**Run 1: gate-type map**

(2 px per um)
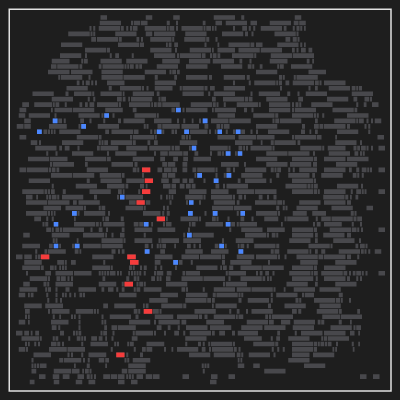
**Run 1: placement view**

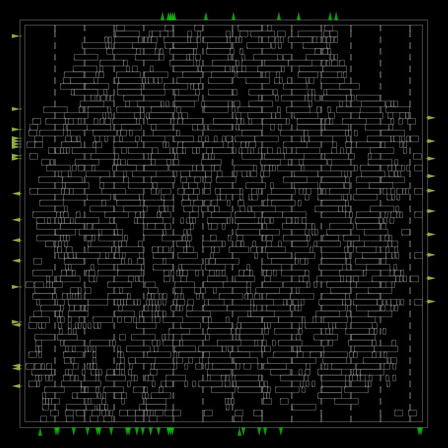
**Run 1: drive-strength map**

(2 px per um)
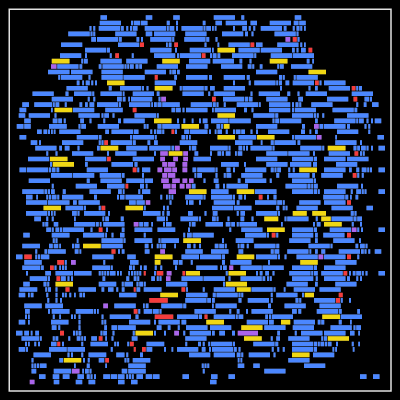
**Run 1: I/O pins on the die edge**

(2 px per um) Pins as bars across the die edge, other pins in gray.
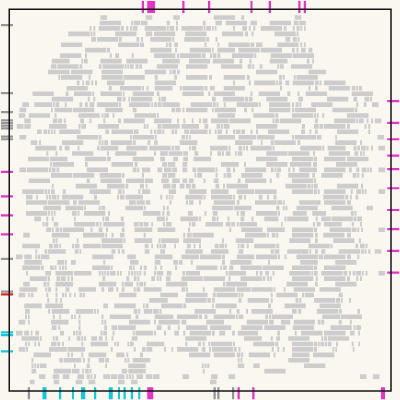
==> config.mk <==
export PLATFORM = sky130hd
export DESIGN_NAME = photonic_output_packer
export DESIGN_NICKNAME = d
export VERILOG_FILES = /design/src/rtl/photonic_pkg.sv /design/src/rtl/photonic_sync_fifo.sv /design/src/rtl/photonic_output_packer.sv
export SDC_FILE = /design/constraint.sdc
export NUM_CORES = 1
export LEC_CHECK = 0
export ABC_AREA = 1
export CELL_PAD_IN_SITES_DETAIL_PLACEMENT = 0
export CELL_PAD_IN_SITES_GLOBAL_PLACEMENT = 2
export CORE_MARGIN = 2
export CORE_UTILIZATION = 41
export CTS_CLUSTER_SIZE = 14
export DETAILED_ROUTE_END_ITERATION = 16
export GPL_ROUTABILITY_DRIVEN = 0
export PLACE_DENSITY_LB_ADDON = 0.25
export SYNTH_ARGS = -nofsm -noshare
export SYNTH_HDL_FRONTEND = slang
export SYNTH_HIERARCHICAL = 1
export SYNTH_SLANG_ARGS = --single-unit
export TNS_END_PERCENT = 10
==> constraint.sdc <==
create_clock -name clk -period 4.9 [get_ports clk]
set_clock_uncertainty 0.05 [all_clocks]
set_input_delay 1.47 -clock clk [delete_from_list [all_inputs] [get_ports clk]]
set_output_delay 1.47 -clock clk [all_outputs]
set_load 0.02 [all_outputs]
==> src/rtl/photonic_pkg.sv <==
// Constants and the packed output-word type shared by the photonic layer chain and the output packer.
package photonic_pkg;

    localparam int PRECISION  = 8;
    localparam int OUT_WIDTH  = 32;
    localparam int FRAME_SIZE = 128;

    typedef struct packed {
        logic                 last;
        logic [OUT_WIDTH-1:0] data;
    } out_word_t;

endpackage

==> src/rtl/photonic_sync_fifo.sv <==
// Generic show-ahead synchronous FIFO: the head entry is visible on rd_data whenever empty=0.
module photonic_sync_fifo #(
    parameter int WIDTH = 33,
    parameter int DEPTH = 8
) (
    input  logic             clk,
    input  logic             rst_n,
    input  logic             push,
    input  logic [WIDTH-1:0] wr_data,
    input  logic             pop,
    output logic [WIDTH-1:0] rd_data,
    output logic             full,
    output logic             empty
);

    localparam int PTR_W = (DEPTH > 1) ? $clog2(DEPTH) : 1;
    localparam int CNT_W = PTR_W + 1;

    logic [WIDTH-1:0] mem [DEPTH];
    logic [PTR_W-1:0] wr_ptr_reg;
    logic [PTR_W-1:0] rd_ptr_reg;
    logic [CNT_W-1:0] count_reg;

    assign full  = (count_reg == CNT_W'(DEPTH));
    assign empty = (count_reg == '0);
    // Idle output is held at zero so the port never shows uninitialised storage.
    assign rd_data = empty ? '0 : mem[rd_ptr_reg];

    always_ff @(posedge clk) begin
        if (push) begin
            mem[wr_ptr_reg] <= wr_data;
        end
    end

    always_ff @(posedge clk or negedge rst_n) begin
        if (!rst_n) begin
            wr_ptr_reg <= '0;
            rd_ptr_reg <= '0;
            count_reg  <= '0;
        end else begin
            if (push) begin
                wr_ptr_reg <= wr_ptr_reg + PTR_W'(1);
            end
            if (pop) begin
                rd_ptr_reg <= rd_ptr_reg + PTR_W'(1);
            end
            case ({push, pop})
                2'b10:   count_reg <= count_reg + CNT_W'(1);
                2'b01:   count_reg <= count_reg - CNT_W'(1);
                default: count_reg <= count_reg;
            endcase
        end
    end

endmodule

==> src/rtl/photonic_output_packer.sv <==
// Packs the valid-only sample stream into LANES-wide words, tags frame ends and buffers them
// for a ready/valid host; dropped words are recorded in a sticky overflow flag.
module photonic_output_packer
    import photonic_pkg::*;
#(
    parameter int PRECISION  = photonic_pkg::PRECISION,
    parameter int OUT_WIDTH  = photonic_pkg::OUT_WIDTH,
    parameter int FRAME_SIZE = photonic_pkg::FRAME_SIZE,
    parameter int FIFO_DEPTH = 8
) (
    input  logic                 clk,
    input  logic                 rst_n,
    input  logic [PRECISION-1:0] s_data,
    input  logic                 s_valid,
    output logic [OUT_WIDTH-1:0] m_data,
    output logic                 m_last,
    output logic                 m_valid,
    input  logic                 m_ready,
    output logic                 overflow,
    input  logic                 clear_overflow,
    output logic [15:0]          frames_done
);

    localparam int LANES  = OUT_WIDTH / PRECISION;
    localparam int LANE_W = (LANES > 1) ? $clog2(LANES) : 1;
    localparam int SAMP_W = (FRAME_SIZE > 1) ? $clog2(FRAME_SIZE) : 1;

    logic [LANE_W-1:0]    lane_cnt_reg;
    logic [SAMP_W-1:0]    samp_cnt_reg;
    logic [OUT_WIDTH-1:0] asm_reg;
    logic [OUT_WIDTH-1:0] word_next;
    logic                 overflow_reg;
    logic [15:0]          frames_done_reg;

    logic      frame_end;
    logic      complete;
    logic      fifo_full;
    logic      fifo_empty;
    logic      pop;
    logic      push;
    logic      drop;
    out_word_t wr_word;
    out_word_t rd_word;

    // Lanes above the current one are already zero because the assembly register is
    // cleared after every push or drop, which gives the zero fill of short frame-end words.
    genvar gi;
    generate
        for (gi = 0; gi < LANES; gi++) begin : g_lane
            assign word_next[gi*PRECISION +: PRECISION] =
                (lane_cnt_reg == LANE_W'(gi)) ? s_data : asm_reg[gi*PRECISION +: PRECISION];
        end
    endgenerate

    assign frame_end = s_valid && (samp_cnt_reg == SAMP_W'(FRAME_SIZE - 1));
    assign complete  = s_valid && ((lane_cnt_reg == LANE_W'(LANES - 1)) || frame_end);
    assign pop       = !fifo_empty && m_ready;
    // A full FIFO still accepts when the head leaves on the same edge.
    assign push      = complete && (!fifo_full || pop);
    assign drop      = complete && !push;

    assign wr_word.last = frame_end;
    assign wr_word.data = word_next;

    photonic_sync_fifo #(
        .WIDTH ($bits(out_word_t)),
        .DEPTH (FIFO_DEPTH)
    ) u_fifo (
        .clk     (clk),
        .rst_n   (rst_n),
        .push    (push),
        .wr_data (wr_word),
        .pop     (pop),
        .rd_data (rd_word),
        .full    (fifo_full),
        .empty   (fifo_empty)
    );

    always_ff @(posedge clk or negedge rst_n) begin
        if (!rst_n) begin
            lane_cnt_reg    <= '0;
            samp_cnt_reg    <= '0;
            asm_reg         <= '0;
            overflow_reg    <= 1'b0;
            frames_done_reg <= '0;
        end else begin
            if (s_valid) begin
                lane_cnt_reg <= complete  ? '0 : lane_cnt_reg + LANE_W'(1);
                samp_cnt_reg <= frame_end ? '0 : samp_cnt_reg + SAMP_W'(1);
                asm_reg      <= complete  ? '0 : word_next;
            end
            if (drop) begin
                overflow_reg <= 1'b1;
            end else if (clear_overflow) begin
                overflow_reg <= 1'b0;
            end
            if (frame_end) begin
                frames_done_reg <= frames_done_reg + 16'd1;
            end
        end
    end

    assign m_data      = rd_word.data;
    assign m_last      = rd_word.last;
    assign m_valid     = !fifo_empty;
    assign overflow    = overflow_reg;
    assign frames_done = frames_done_reg;

endmodule

==> run_results.csv, run 1 <==
group,metric,value,unit
cts,worstSkewPairLatency,0.52,ns
cts,cts_buffers,37,
pwr,p_leak,0.006208,uW
worst_setup_path,cp_data_required_time,3.38,ns
finish,seqCellArea,9635,um^2
synth,ys_ff,332,
die,ioPinCount,64,
finish,diodes,0,
cts,post_cts_buffers,0,
final_timing,setup_viol,0,
synth,syn_area,14200,um^2
synth,synth_cells,1243,
synth,ys_warn_count,6,
finish,layout-drive-gt1-share,10.98,%
run,warnings,32,
status,outcome,"completed",
worst_setup_path,cp.arrival,3.14,ns
routing,drt_pass1_iterations,5,
placement,dp_hpwl,19.95,mm
die,fp_util,41.41,%
synth,edf_count,264,
synth,synth_nets,1267,
routing,drc_errors,0,
cts,max-clock-path-buffers,3,
global_routing,gr-usage-all-layers,19.20,%
Back to the opening pictures, 'gate-type map':
- red: fa/ha/maj cells (cells 11)
- blue: non-inverting ao/oa cells (cells 32)
Layout Cells excl Fill: 1794
Comb/total area: 22.84%
most frequent logic cell in the layout: edfxtp_1

Back to the opening pictures, 'placement view':
Fill cells: 3148
utilization after layout: 48.21%
Core Area: 34290 um^2

Back to the opening pictures, 'drive-strength map':
- blue: x1 and smaller (cells 1192; share 89%; most used edfxtp_1)
- purple: x3 and x4 (cells 43; share 3.2%; most used buf_4)
- red: x2 (cells 52; share 3.9%; most used nor2_2)
- yellow: x6 and larger (cells 52; share 3.9%; most used clkbuf_16)
area delta synth->final: 16.43%
Final Cell Area: 16530 um^2

Back to the opening pictures, 'I/O pins on the die edge':
- magenta: m_data (pins 32; direction output; edge 11 top, 10 right, 7 bottom, 4 left)
- cyan: frames_done (pins 16; direction output; edge 13 bottom, 3 left)
- red: overflow (pins 1; direction output; edge left)
chip width: 190.1 um
# port buffers: 63
vertical die size: 190.1 um

[run 1: Yosys cell counts (all sizes together) (2+ instances only)]
master  instances
clkinv          2
edfxtp        264
nand3b          4
o21ai         138
clkbuf         25
inv           100
o21a           32
xnor2           4
buf            44
nand4           5
o211ai         33
nor2          268
ha             11
a21oi           4
dfrtp          68
nand3          12
or2             2
nand2         145
o22ai          66
xor2           10
[run 1: critical path: stages (launching register included)]
cell	delay [ns]
dfrtp_4	0.67
inv_4	0.37
buf_12	0.27
buf_4	0.17
nor2_1	0.04
o22ai_1	0.17
nor2_1	0.06
nor2_1	0.18
clkdlybuf4s50_1	0.63
[run 1: per-layer routing]
| metal | track usage (%) | up-vias | part of all wire [%] |
|---|---|---|---|
| li1 | - | 4441 | - |
| met1 | 27.76 | 4449 | 49 |
| met2 | 30.88 | 163 | 46 |
| met3 | 2.490 | 46 | 3.2 |
| met4 | 4.711 | 0 | 1.8 |
| met5 | 0 | - | 0 |
[run 1: stage by stage]
step | total power (uW) | hold slack [ns] | setup slack [ns]
floorplan | 6713 | 0.4367 | 0.5510
global placement | 8081 | 0.4290 | 0.7416
detailed placement | 8119 | 0.4362 | 0.7555
CTS | 10850 | 0.4547 | 0.1959
global route | 11390 | 0.4979 | 0.07589
finish | 10720 | 0.4491 | 0.2428
[run 1: kinds of logic after synthesis]
group | Yosys count | share of synthesized area [%]
adder cells (fa/ha/maj) | 11 | 0.9693
AND-OR/OR-AND | 274 | 11.39
multiplexers | 2 | 0.1498
buffers and inverters | 171 | 6.054
flip-flops | 332 | 67.82
AND/OR/NAND/NOR | 439 | 12.75
XOR/XNOR | 14 | 0.8635
[run 1: worst paths after layout]
path | startpoint | end | slack [ns] | depth (start not counted)
setup / recovery | u_fifo/rd_ptr_reg[0] | m_data[13] | 0.24 | 8
hold reg to reg | frames_done[15] | frames_done[15] | 0.45 | 2
max in group asynchronous | rst_n | asm_reg[19] | 3.03 | 2
hold / removal | frames_done[15] | frames_done[15] | 0.45 | 2
min in group asynchronous | rst_n | u_fifo/rd_ptr_reg[0] | 0.95 | 1
setup reg to reg | u_fifo/count_reg[0] | u_fifo/mem[6][10] | 1.91 | 11
[run 1: cells in the final DEF (no fill, tap or decap), drive strengths merged, types with 5 or more instances in the layout]
master / n
nor2: 268
inv: 102
nand3: 12
nand4: 5
o22ai: 66
clkdlybuf4s50: 62
buf: 37
o21ai: 138
xor2: 10
edfxtp: 264
nand2: 145
clkbuf: 48
o21a: 32
dfrtp: 68
o211ai: 33
ha: 11
clkinv: 14
[run 1: layout make-up]
| type | count | share of cell area (%) |
|---|---|---|
| clock buffers | 48 | 6.032 |
| clock inverters | 18 | 1.173 |
| inverters | 102 | 2.339 |
| multi-input cells | 740 | 22.84 |
| flip-flops and latches | 332 | 58.29 |
| well taps | 455 | 3.444 |
| repair buffers | 99 | 5.889 |
[run 1: power by group]
group	internal (uW)	total, uW	leakage (uW)	switching (uW)
logic	1440	4000	0.00233	2560
registers	3730	4000	0.00329	273
clock network	1650	2720	0.000586	1080
total	6810	10700	0.00621	3910
==> run 2, diff against run 1 <==
--- a/config.mk
+++ b/config.mk
@@ -10,7 +10,7 @@
 export CELL_PAD_IN_SITES_GLOBAL_PLACEMENT = 2
 export CORE_MARGIN = 2
 export CORE_UTILIZATION = 41
-export CTS_CLUSTER_SIZE = 14
+export CTS_CLUSTER_SIZE = 24
 export DETAILED_ROUTE_END_ITERATION = 16
 export GPL_ROUTABILITY_DRIVEN = 0
 export PLACE_DENSITY_LB_ADDON = 0.25
**Run 2: gate-type map**

(2 px per um)
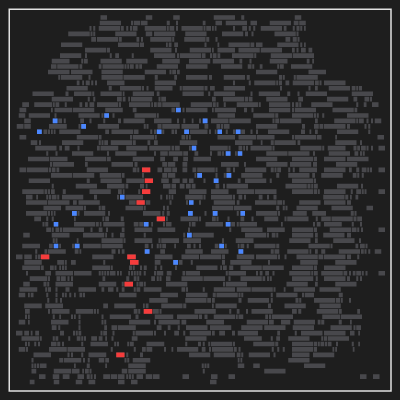
- red: fa/ha/maj cells (cells 11)
- blue: non-inverting ao/oa cells (cells 32)

==> run 2 against run 1 <==
  * Design area stayed put
  * Total power unchanged
  * Routed wire length is the same
  * Utilization is the same
  * Synthesized cell count stayed put
  * Non-clock buffer count unchanged
==> run_results.csv, run 2 <==
group,metric,value,unit
status,outcome,"completed",
cts,post_cts_buffers,0,
worst_setup_path,path_cells,"inv_4 -> buf_12 -> buf_4 -> nor2_1 -> o22ai_1 -> nor2_1 -> nor2_1 -> clkdlybuf4s50_1",
routing,drtIter0Drc,584,
placement,io_buffers,63,
die,fp_util,41.41,%
worst_setup_path,crit_family,"buffers and inverters",
worst_setup_path,cp-startpoint,"u_fifo/rd_ptr_reg[0]",
final_timing,setup_viol,0,
cts,max-clock-path-buffers,3,
finish,final_area,16530,um^2
routing,drt_pass1_iterations,5,
die,die-height,190.1,um
finish,area_growth,16.43,%
synth,synthMostInstantiatedCell,"edfxtp_1",
finish,lay_top_count,"edfxtp_1",
finish,layout-drive-gt1-share,10.98,%
final_timing,whs,0.4491,ns
cts,cts_tree,"done",
run,warnings,32,
synth,ys_ff,332,
cts,worstSkewPairLatency,0.52,ns
worst_setup_path,cp_data_required_time,3.38,ns
worst_setup_path,cp.arrival,3.14,ns
worst_setup_path,slowest_delay,0.67,ns
placement,dp_hpwl,19.95,mm
worst_hold_path,hold_start,"frames_done[15]",
synth,ys_warn_count,6,
synth,syn_area,14200,um^2
routing,drc_errors,0,
synth,synth_cells,1243,
synth,synth.top_cells.by_count,"edfxtp_1 (264), nor2_1 (231), nand2_1 (143), o21ai_0 (103), inv_1 (96)",
finish,final_cell_mix,"edfxtp_1 (264), nor2_1 (223), nand2_1 (143)",
finish,num-fill-cells,3148,
synth,top_area_cell,"edfxtp_1",
finish,finalNonFillerCells,1794,
synth,synth_nets,1267,
die,placementRows,68,
worst_setup_path,cp_num_buf_inv,4,
synth,edf_count,264,
global_routing,gr-usage-all-layers,19.20,%
cts,cts_buffers,37,
finish,diodes,0,
die,die_x,190.1,um
worst_setup_path,path_common_cell,"nor2_1",
**Run 2: I/O pins on the die edge**

(2 px per um) Pins as bars across the die edge, other pins in gray.
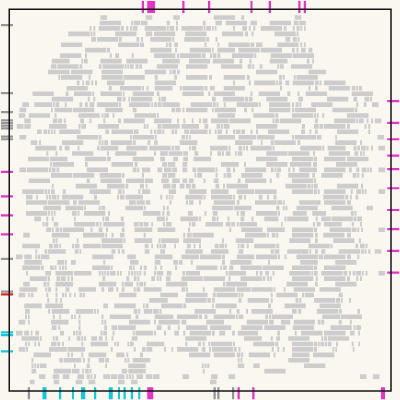
- cyan: frames_done (pins 16; direction output; edge 13 bottom, 3 left)
- magenta: m_data (pins 32; direction output; edge 11 top, 10 right, 7 bottom, 4 left)
- red: overflow (pins 1; direction output; edge left)

-- run 2: cell counts in the layout (fill, tap and decap cells not counted) --
Identical to the previous run, type by type.
-- run 2: logic make-up after synthesis --
logic type | Yosys count | synth area share (%)
and+or+nand+nor | 439 | 12.75
buffers and inverters | 171 | 6.054
DFF | 332 | 67.82
adders and majority gates | 11 | 0.9693
xor gates and xnor gates | 14 | 0.8635
muxes | 2 | 0.1498
AOI/OAI and AO/OA | 274 | 11.39
-- run 2: final timing paths --
path	end	slack, ns	depth (start not counted)
min in group asynchronous	u_fifo/rd_ptr_reg[0]	0.95	1
setup / recovery	m_data[13]	0.24	8
hold reg to reg	frames_done[15]	0.45	2
setup reg to reg	u_fifo/mem[6][10]	1.91	11
hold / removal	frames_done[15]	0.45	2
max in group asynchronous	asm_reg[19]	3.03	2
-- run 2: area by class of cell --
class / instances / area [um^2] / share of cell area [%]
Sequential cell: 332 / 9635 / 58.29
Multi-Input combinational cell: 740 / 3775 / 22.84
Clock buffer: 48 / 997.2 / 6.032
Timing Repair Buffer: 99 / 973.4 / 5.889
Tap cell: 455 / 569.3 / 3.444
Inverter: 102 / 386.6 / 2.339
Clock inverter: 18 / 193.9 / 1.173
-- run 2: tightest hold or removal path, cell delays in order, from the launching register on --
cell	delay, ns
dfrtp_1	0.36
nand2_1	0.06
nand2_1	0.05
-- run 2: power breakdown --
group	switching, uW	total, uW	internal (uW)
Sequential	273	4000	3730
Combinational	2560	4000	1440
Clock	1080	2720	1650
Total	3910	10700	6810
-- run 2: layer usage --
metal  wire, um  vias up  GRT usage, %
met4        606        0         4.711
met1      16490     4449         27.76
li1           -     4441             -
met2      15800      163         30.88
met3       1098       46         2.490
met5          0        -             0
-- run 2: metrics by stage --
| stage | total power (uW) | setup WS, ns |
|---|---|---|
| after detailed placement | 8119 | 0.7555 |
| after floorplan | 6713 | 0.5510 |
| final | 10720 | 0.2428 |
| after global placement | 8081 | 0.7416 |
| after CTS | 10850 | 0.1959 |
| after global routing | 11390 | 0.07589 |
No activity file was given, so power comes from the tool's default toggle rates.
